### config.mk
export PLATFORM = sky130hd
export DESIGN_NAME = reg_file_param
export DESIGN_NICKNAME = d
export VERILOG_FILES = /design/src/rtl/reg_file_param.sv
export SDC_FILE = /design/constraint.sdc
export NUM_CORES = 1
export LEC_CHECK = 0
export CORE_MARGIN = 4
export CORE_UTILIZATION = 25
export DETAILED_ROUTE_END_ITERATION = 10
export SKIP_CTS_REPAIR_TIMING = 1
export SLEW_MARGIN = 20
export SYNTH_ARGS = -nofsm -noshare
export SYNTH_HDL_FRONTEND = slang
export SYNTH_SLANG_ARGS = --single-unit
### constraint.sdc
create_clock -name CLK -period 2.4 [get_ports CLK]
set_input_delay 0.48 -clock CLK [delete_from_list [all_inputs] [get_ports CLK]]
set_output_delay 0.48 -clock CLK [all_outputs]
set_load 0.03 [all_outputs]
### src/rtl/reg_file_param.sv
// Parametrised single-clock register file with registered read port,
// same-address bypass, error strobe and a hardware clear sequencer.
module reg_file_param #(
  parameter int               WIDTH     = 16,
  parameter int               DEPTH     = 8,
  parameter int               ADDR_W    = 3,
  parameter logic [WIDTH-1:0] REG0_INIT = '0,
  parameter logic [WIDTH-1:0] REG1_INIT = '0,
  parameter bit               BYPASS    = 1'b1
) (
  input  logic              CLK,
  input  logic              RST,
  input  logic              WrEn,
  input  logic [ADDR_W-1:0] WrAddr,
  input  logic [WIDTH-1:0]  WrData,
  input  logic              RdEn,
  input  logic [ADDR_W-1:0] RdAddr,
  output logic [WIDTH-1:0]  RdData,
  output logic              RdData_Valid,
  input  logic              Clr,
  output logic              Busy,
  output logic              Err,
  output logic [WIDTH-1:0]  REG0,
  output logic [WIDTH-1:0]  REG1
);

  typedef enum logic {
    S_IDLE  = 1'b0,
    S_CLEAR = 1'b1
  } state_t;

  localparam logic [ADDR_W:0]   LP_DEPTH = (ADDR_W+1)'(DEPTH);
  localparam logic [ADDR_W-1:0] LP_LAST  = ADDR_W'(DEPTH-1);

  state_t            r_state;
  state_t            w_state_nxt;
  logic [ADDR_W-1:0] r_cnt;
  logic [WIDTH-1:0]  r_mem [DEPTH];
  logic [WIDTH-1:0]  r_rd_data;
  logic              r_rd_valid;
  logic              r_err;

  logic              w_wr_ok;
  logic              w_rd_ok;
  logic              w_do_wr;
  logic              w_do_rd;
  logic              w_clr_wr;
  logic              w_err;
  logic [WIDTH-1:0]  w_rd_val;
  logic [WIDTH-1:0]  w_clr_val;

  assign w_wr_ok = ({1'b0, WrAddr} < LP_DEPTH);
  assign w_rd_ok = ({1'b0, RdAddr} < LP_DEPTH);

  // State register; reset abandons any clear in progress
  always_ff @(posedge CLK) begin
    if (RST) r_state <= S_IDLE;
    else     r_state <= w_state_nxt;
  end

  // Next state and per-cycle access decisions
  always_comb begin
    w_state_nxt = r_state;
    w_do_wr     = 1'b0;
    w_do_rd     = 1'b0;
    w_clr_wr    = 1'b0;
    w_err       = 1'b0;
    case (r_state)
      S_IDLE: begin
        if (Clr) begin
          w_state_nxt = S_CLEAR;
          w_err       = WrEn | RdEn;
        end else begin
          w_do_wr = WrEn & w_wr_ok;
          w_do_rd = RdEn;
          w_err   = (WrEn & ~w_wr_ok)
                  | (RdEn & ~w_rd_ok);
        end
      end
      S_CLEAR: begin
        w_clr_wr = 1'b1;
        w_err    = WrEn | RdEn;
        if (r_cnt == LP_LAST)
          w_state_nxt = S_IDLE;
      end
      default: w_state_nxt = S_IDLE;
    endcase
  end

  // Read mux: out-of-range reads return zero, bypass on same address
  always_comb begin
    w_rd_val = '0;
    if (w_rd_ok) begin
      if (BYPASS && w_do_wr && (WrAddr == RdAddr))
        w_rd_val = WrData;
      else
        w_rd_val = r_mem[RdAddr];
    end
  end

  // Init value of the entry the clear sequencer is currently writing
  always_comb begin
    w_clr_val = '0;
    if (r_cnt == ADDR_W'(0))      w_clr_val = REG0_INIT;
    else if (r_cnt == ADDR_W'(1)) w_clr_val = REG1_INIT;
  end

  // Clear counter walks every entry once, then rests at zero
  always_ff @(posedge CLK) begin
    if (RST)
      r_cnt <= '0;
    else if (r_state == S_CLEAR)
      r_cnt <= (r_cnt == LP_LAST) ? '0 : r_cnt + 1'b1;
  end

  // Storage array; clear writes take the place of user writes
  always_ff @(posedge CLK) begin
    if (RST) begin
      for (int i = 0; i < DEPTH; i++) begin
        if (i == 0)      r_mem[i] <= REG0_INIT;
        else if (i == 1) r_mem[i] <= REG1_INIT;
        else             r_mem[i] <= '0;
      end
    end else if (w_clr_wr) begin
      r_mem[r_cnt] <= w_clr_val;
    end else if (w_do_wr) begin
      r_mem[WrAddr] <= WrData;
    end
  end

  // Registered read data, valid strobe and error strobe
  always_ff @(posedge CLK) begin
    if (RST) begin
      r_rd_data  <= '0;
      r_rd_valid <= 1'b0;
      r_err      <= 1'b0;
    end else begin
      if (w_do_rd) r_rd_data <= w_rd_val;
      r_rd_valid <= w_do_rd;
      r_err      <= w_err;
    end
  end

  assign RdData       = r_rd_data;
  assign RdData_Valid = r_rd_valid;
  assign Err          = r_err;
  assign Busy         = (r_state == S_CLEAR);
  assign REG0         = r_mem[0];
  assign REG1         = r_mem[1];

endmodule

==> results.cfg, run 1 <==
; synthesis and place-and-route metrics
[critical_path]
crit_fanout = 12
crit_chain = buf_4 > clkdlybuf4s50_1
timing.critical_path.buf_inv = 2
reg2reg_depth = 6
cp-endpoint = Busy
cp.depth = 2
regToRegEndpoint = RdData[2]$_SDFFE_PP0P_
slowest_stage = clkdlybuf4s50_1
cpPeakStageDelay_ns = 0.69
critPathLaunchType = register
reg2reg_slack_ns = 0.43
startpoint = Busy$_SDFF_PP0_
end_kind = output pin
required_ns = 1.92
worstPathArrival_ns = 1.71
crit_family = buffers and inverters
critical_path_class = reg -> out
r2r-start = Busy$_SDFF_PP0_

[clocking]
cts_tree = built
htreeDepth = 4
clockBufferDepth = 2
clk_latency_ns = 0.43
cts.clk_slew.worst_paths_ns = 0.06
numCtsBuffers = 17
clockRootBuffer = clkbuf_16

[timing]
period_minus_slack_ns = 2.19
finalClockPeriodUsage_pct = 91.1
skew_ns = 0.00816
tightest_slew_ns = 0.426
rsz0062_at_grt = no
maxSlewHeadroom_pct = 71.5
setup_viol = 0
timing.hold.ws_ns = 0.566
drv_slew = 0
hold_violations = 0
timing.fmax_ghz = 0.457

[floorplanning]
die.size.y_um = 171
rows = 59
io_pins = 78
fp.dieW_um = 171
core_area_um2 = 26100
fp_util_pct = 25.4
dieArea_um2 = 29200

[synth]
ys_cells = 508
ys_warn_count = 0
synthXorXnorAreaFrac_pct = 0.264
topCellsByArea = edfxtp_1, nor2_1, dfxtp_1
ys.flops = 150
syn-instance-count = 508
synth.top_cell.area_share_pct = 57.9
synth_adder_area_share_pct = 0.377
ys_seq_share_pct = 64.5
ys_sh_aoi_pct = 9.19
synth_top_cell_by_area = edfxtp_1
synth-area-yosys_um2 = 6640
mux_area_share_pct = 11.2
syn_area_um2 = 6640
logic_family = simple AND/OR/NAND/NOR gates
synth.distinct_cells = 36
fp_nets = 537
simple_gate_share_pct = 12.2
avgSynthCellArea_um2 = 13.1

[placement]
dp.cells = 949
dpl_cell_area_um2 = 8260
numPortBuffers = 77
dp_hpwl_mm = 12.7
gp_congestion = 0.772

[hold_path]
hp-class = reg -> reg
holdCritStartpoint = RdData[3]$_SDFFE_PP0P_
holdPathStages = 2
hold_end = RdData[3]$_SDFFE_PP0P_

[power_and_ir_drop]
p_per_area_nw_per_um2 = 712
vdd_drop_max_mv = 0.505
p_leak_nw = 3.13
power_mw = 6.28

[layout]
n_fill_cell = 2584
diodes = 0
stdcell_count = 981
top_register = r_mem
final_area_um2 = 8830
area_growth_syn_to_layout_pct = 32.9
layout_top_cell = nor2_1
mi_logic_area_um2 = 2220
drive_gt1_share_pct = 18.9
largest_reg_flops = 128
fin_nets = 662
mostFrequentLayoutCells = nor2_1, edfxtp_1, clkdlybuf4s50_1

[routing]
routed_wl_mm = 17.3
drtAntennaViolNets = 0
drt-initial-drc-count = 279
drc_errors = 0
wl_per_cell_um = 17.6
drt-pass1-iter-count = 4
viasPerCell = 4.48
vias = 4398

[flow_run]
cap_violations = 0
tool_warnings = 26

[global_routing]
antenna_found_initial = 0
grt_max_degree = 34
grt_pass1_vias = 4508
overflow = 0
track_usage_pct = 12.0
grt_pass1_wl_mm = 26.3

[run_status]
outcome = completed
[run 1: power breakdown]
part           switching [mW]  internal (mW)
Clock                    1.03           1.53
Sequential             0.0588           2.94
Combinational           0.401          0.325
[run 1: synth_stat cells]
library cell    n
nor2_1        142
edfxtp_1      128
mux2i_1        36
nand2_1        28
dfxtp_1        22
clkbuf_1       21
o21ai_0        18
mux4_2         17
a22oi_1        15
o21bai_1       15
nand2b_1       11
a221oi_2       10
a21oi_1         5
a221oi_1        5
buf_2           5
nor2b_1         4
buf_6           3
nand3b_1        3
ha_1            2
xor2_1          2
a2111oi_0       1
a2111oi_4       1
a211oi_1        1
a21o_1          1
a21oi_2         1
and2_1          1
and3_1          1
and4_1          1
buf_1           1
buf_4           1
clkinv_1        1
nand3_1         1
nor3_1          1
nor4b_4         1
o31a_1          1
o31ai_1         1
[run 1: tightest hold or removal path, stage by stage, from the launching register on]
cell and delay, ns:
dfxtp_1 0.33, o21bai_1 0.14, a221oi_1 0.04
[run 1: layout make-up]
type	count	share of cell area, %
Sequential cell	150	48.5
Clock inverter	12	1.45
Tap cell	335	4.75
Multi-Input combinational cell	326	25.1
Clock buffer	20	4.95
Timing Repair Buffer	137	15.2
Inverter	1	0.0425
[run 1: per-layer routing]
| metal | GRT usage [%] | vias up | share of wire [%] |
|---|---|---|---|
| met3 | 2.31 | 5 | 4.9 |
| li1 | - | 2130 | - |
| met2 | 21.4 | 96 | 53 |
| met4 | 3.82 | 0 | 0.71 |
| met1 | 14.7 | 2167 | 41 |
| met5 | 0 | - | 0 |
[run 1: through the flow]
step	setup slack (ns)	utilization (%)	setup TNS [ns]
final	0.214	33.8	0
after global routing	0.113	33.8	0
after CTS	0.195	33.8	0
after detailed placement	-0.180	31.6	-10.32
after global placement	-0.151	31.6	-10.56
after floorplan	0.0799	-	0
run_1/metal_stack.png
Only two layers are drawn.
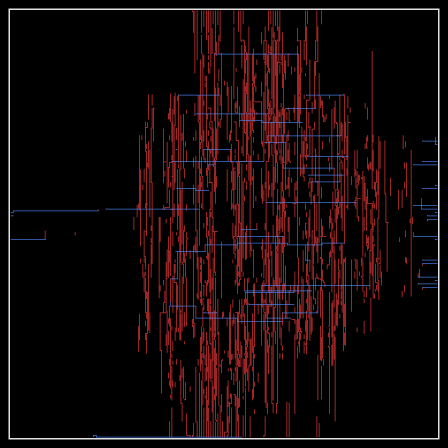
met3: in blue, wire length 855 um. met2: in red, wire length 9230 um.

run_1/registers.png
Scale bar: 50 um. Other sequential cells in the stronger gray, the rest of the logic in the fainter gray.
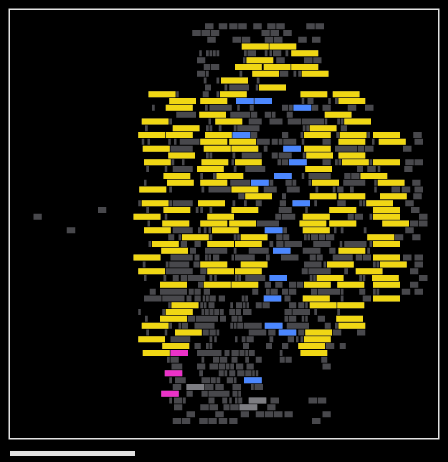
r_cnt: in magenta, placed flops 3. r_mem: in yellow, placed flops 128. RdData: in blue, placed flops 16.
Another 3 sequential cells are not colored.
sequential cell area share: 48.5%
P_seq: 3.00 mW
flip-flop and latch area: 4280 um2

run_1/final_clocks.png
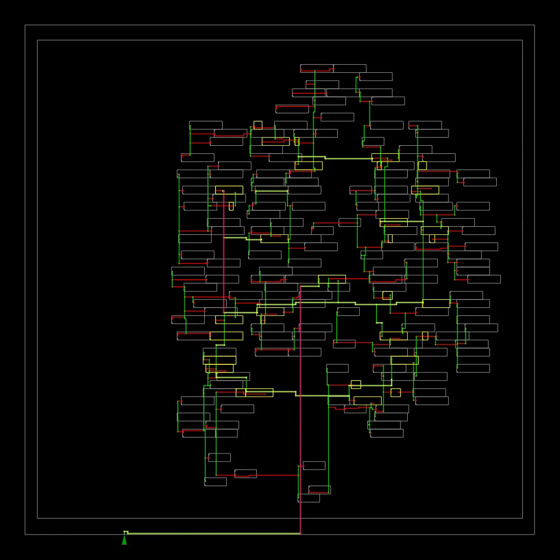
flop count: 150
# clk buffers: 20
clk sink count: 150

run_1/density.png
Scale bar: 50 um. 17 x 17 tiles, from dark purple (low) to yellow (high), 0 to 100% covered.
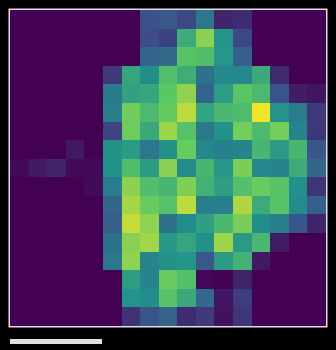

--- run 2 (diff from run 1) ---
CORE_ASPECT_RATIO = 0.75   (was unset)
run_2/density.png
Scale bar: 50 um. 20 x 15 tiles, from dark purple (low) to yellow (high), 0 to 100% covered.
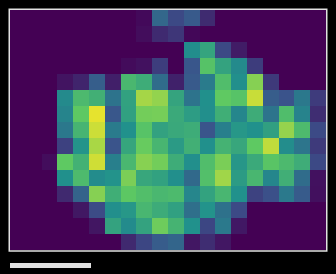
The fullest tile reaches 96%. The emptiest ninth of the die: upper left. 7.3% of the tiles are over 75% full. 39% of the tiles are nearly empty. The mean over all tiles is 29%. The densest ninth of the die: center.

==> run 2 against run 1 <==
- sequential share of layout area shrank 0.34 points
- via count grew 3.9%
- non-clock buffer count shrank 2
- setup slack lost 0.037 ns
- power grew 4.7%
- core utilization grew 0.37 points
- wire length grew 6.1%
- critical path depth grew 6
- critical endpoint is now RdData[13]$_SDFFE_PP0P_
- largest cell class unchanged
- largest power group unchanged
- highest routed layer unchanged
==> results.cfg, run 2 <==
; synthesis and place-and-route metrics
[run_status]
outcome = completed

[power_and_ir_drop]
power.group.top = sequential cells
p_sw_mw = 1.53
vdd_drop_max_mv = 0.483
p_sw_share_pct = 23.2
pwr-share-comb_pct = 11.1
p_leak_nw = 3.16
p_seq_share_pct = 45.5
seq_power_mw = 3.00
p_per_area_nw_per_um2 = 740
p_clk_mw = 2.85
p_int_mw = 5.05
p_comb_uw = 729
pwr-share-clk_pct = 43.4

[floorplanning]
core_area_um2 = 26000
dieArea_um2 = 29300
rows = 51
fp_util_pct = 25.5
fp.dieW_um = 196
io_pins = 78
die.size.y_um = 149

[timing]
rsz0062_at_grt = no
setup_viol = 0
skew_ns = 0.00978
tightest_slew_ns = 0.502
hold_violations = 0
setup_ws_ns = 0.178
finalClockPeriodUsage_pct = 92.6
timing.fmax_ghz = 0.450
fin_setup_tns_ns = 0
maxSlewHeadroom_pct = 65.7
period_minus_slack_ns = 2.22
drv_slew = 0

[critical_path]
cpPeakStageDelay_ns = 0.51
reg2reg_depth = 7
crit_fanout = 17
required_ns = 2.73
slowest_stage = a2111oi_0
critical_path_class = in -> reg
regToRegEndpoint = RdData[13]$_SDFFE_PP0P_
r2r-start = Busy$_SDFF_PP0_
crit_chain = clkdlybuf4s50_1 > nor4b_4 > buf_4 > a2111oi_0 > a21o_1 > a21oi_2 > buf_12 > a221oi_2
worstPathArrival_ns = 2.56
critPathLaunchType = primary input
end_kind = register
reg2reg_slack_ns = 0.39

[synth]
ys_sh_aoi_pct = 9.19
synth_top_cell_by_area = edfxtp_1
ff_type = edfxtp_1
synth.distinct_cells = 36
mux_area_share_pct = 11.2
ys.flops = 150
ys_cells = 508
simple_gate_share_pct = 12.2
synth.top_cell.area_share_pct = 57.9
topCellsByArea = edfxtp_1, nor2_1, dfxtp_1
logic_family = simple AND/OR/NAND/NOR gates
synth-area-yosys_um2 = 6640
top_cell = nor2_1
syn_area_um2 = 6640
synth-async-reset-ratio_pct = 0
fp_nets = 537
ys_warn_count = 0
yosys-top-cells-count = nor2_1, edfxtp_1, mux2i_1
edf_count = 128
ys_seq_share_pct = 64.5
avgSynthCellArea_um2 = 13.1
synthXorXnorAreaFrac_pct = 0.264
syn-instance-count = 508
synth_adder_area_share_pct = 0.377

[layout]
diodes = 0
fin_util_pct = 34.2
largest_reg_flops = 128
drive_gt1_share_pct = 19.3
fin_nets = 660
final_area_um2 = 8890
n_fill_cell = 2574
layout_top_cell = nor2_1
area_growth_syn_to_layout_pct = 33.8
top_register = r_mem
mostFrequentLayoutCells = nor2_1, edfxtp_1, clkdlybuf4s50_1

[routing]
viasPerCell = 4.62
vias = 4568
wl_met3_um = 951
drt-pass1-iter-count = 5
wl_per_cell_um = 18.6
wl_met2_mm = 8.61
routed_wl_mm = 18.3
drt-initial-drc-count = 384
drtAntennaViolNets = 0
wl_met1_mm = 8.51
dr.max_layer_used = met4
drc_errors = 0

[placement]
pre_cts_slack_ns = -0.227
numPortBuffers = 77
dpl_cell_area_um2 = 8260
gp_congestion = 0.822
dp_hpwl_mm = 13.2

[clocking]
htreeDepth = 4
numCtsBuffers = 17
cts.sinks = 150
clk_latency_ns = 0.43
clockBufferDepth = 2
cts_tree = built
cts.clk_slew.worst_paths_ns = 0.06
clockRootBuffer = clkbuf_16

[flow_run]
cap_violations = 0
tool_warnings = 26

[hold_path]
hp-class = reg -> reg
hold_end = RdData[2]$_SDFFE_PP0P_
holdCritStartpoint = RdData[2]$_SDFFE_PP0P_
holdPathStages = 2

[global_routing]
grt_max_degree = 34
track_usage_pct = 12.8
overflow = 0
grtUsageMet3_pct = 2.62
grt_pass1_vias = 4627
grt_pass1_wl_mm = 28.1
antenna_found_initial = 0
gr-max-usage-layer = met2
grtUsageMet1_pct = 17.8
met2_usage_pct = 20.1
## run 2: cell counts after synthesis
Identical to the previous run, type by type.
## run 2: kinds of logic after synthesis
family | count (synthesis)
simple gates | 194
flops | 150
compound gates | 75
mux | 53
buf+inv | 32
xor+xnor | 2
fa+ha+maj | 2
## run 2: critical path, delay by kind of cell
kind                   cells  cell delay (ns)
buffers and inverters      3             0.84
AOI/OAI and AO/OA          4             1.07
and+or+nand+nor            1             0.16
## run 2: cell type report
type | count | area [um2] | area share, %
flip-flops and latches | 150 | 4280 | 48.2
multi-input cells | 326 | 2220 | 24.9
repair buffers | 135 | 1330 | 14.9
clock buffers | 20 | 457 | 5.14
well taps | 344 | 430 | 4.84
clock inverters | 12 | 174 | 1.96
inverters | 1 | 3.75 | 0.0422
## run 2: how the worst max path moves through the flow
stage | from | endpoint | depth (start not counted)
2_1_floorplan | RST | r_mem[3][0]$_SDFFCE_PN0P_ | 7
6_report | WrEn | RdData[13]$_SDFFE_PP0P_ | 8
4_1_cts | Busy$_SDFF_PP0_ | Busy | 2
5_1_grt | WrEn | RdData[14]$_SDFFE_PP0P_ | 8
3_3_place_gp | RST | RdData[11]$_SDFFE_PP0P_ | 7
3_5_place_dp | RST | RdData[3]$_SDFFE_PP0P_ | 8
## run 2: metrics by stage
step	hold slack [ns]	std cells	power, mW
5_1_grt	0.597	988	6.78
4_1_cts	0.575	988	6.63
3_3_place_gp	0.541	956	3.78
3_5_place_dp	0.557	956	3.79
2_1_floorplan	0.553	508	3.42
6_report	0.569	988	6.58
Power is estimated from default activity; no workload was simulated.
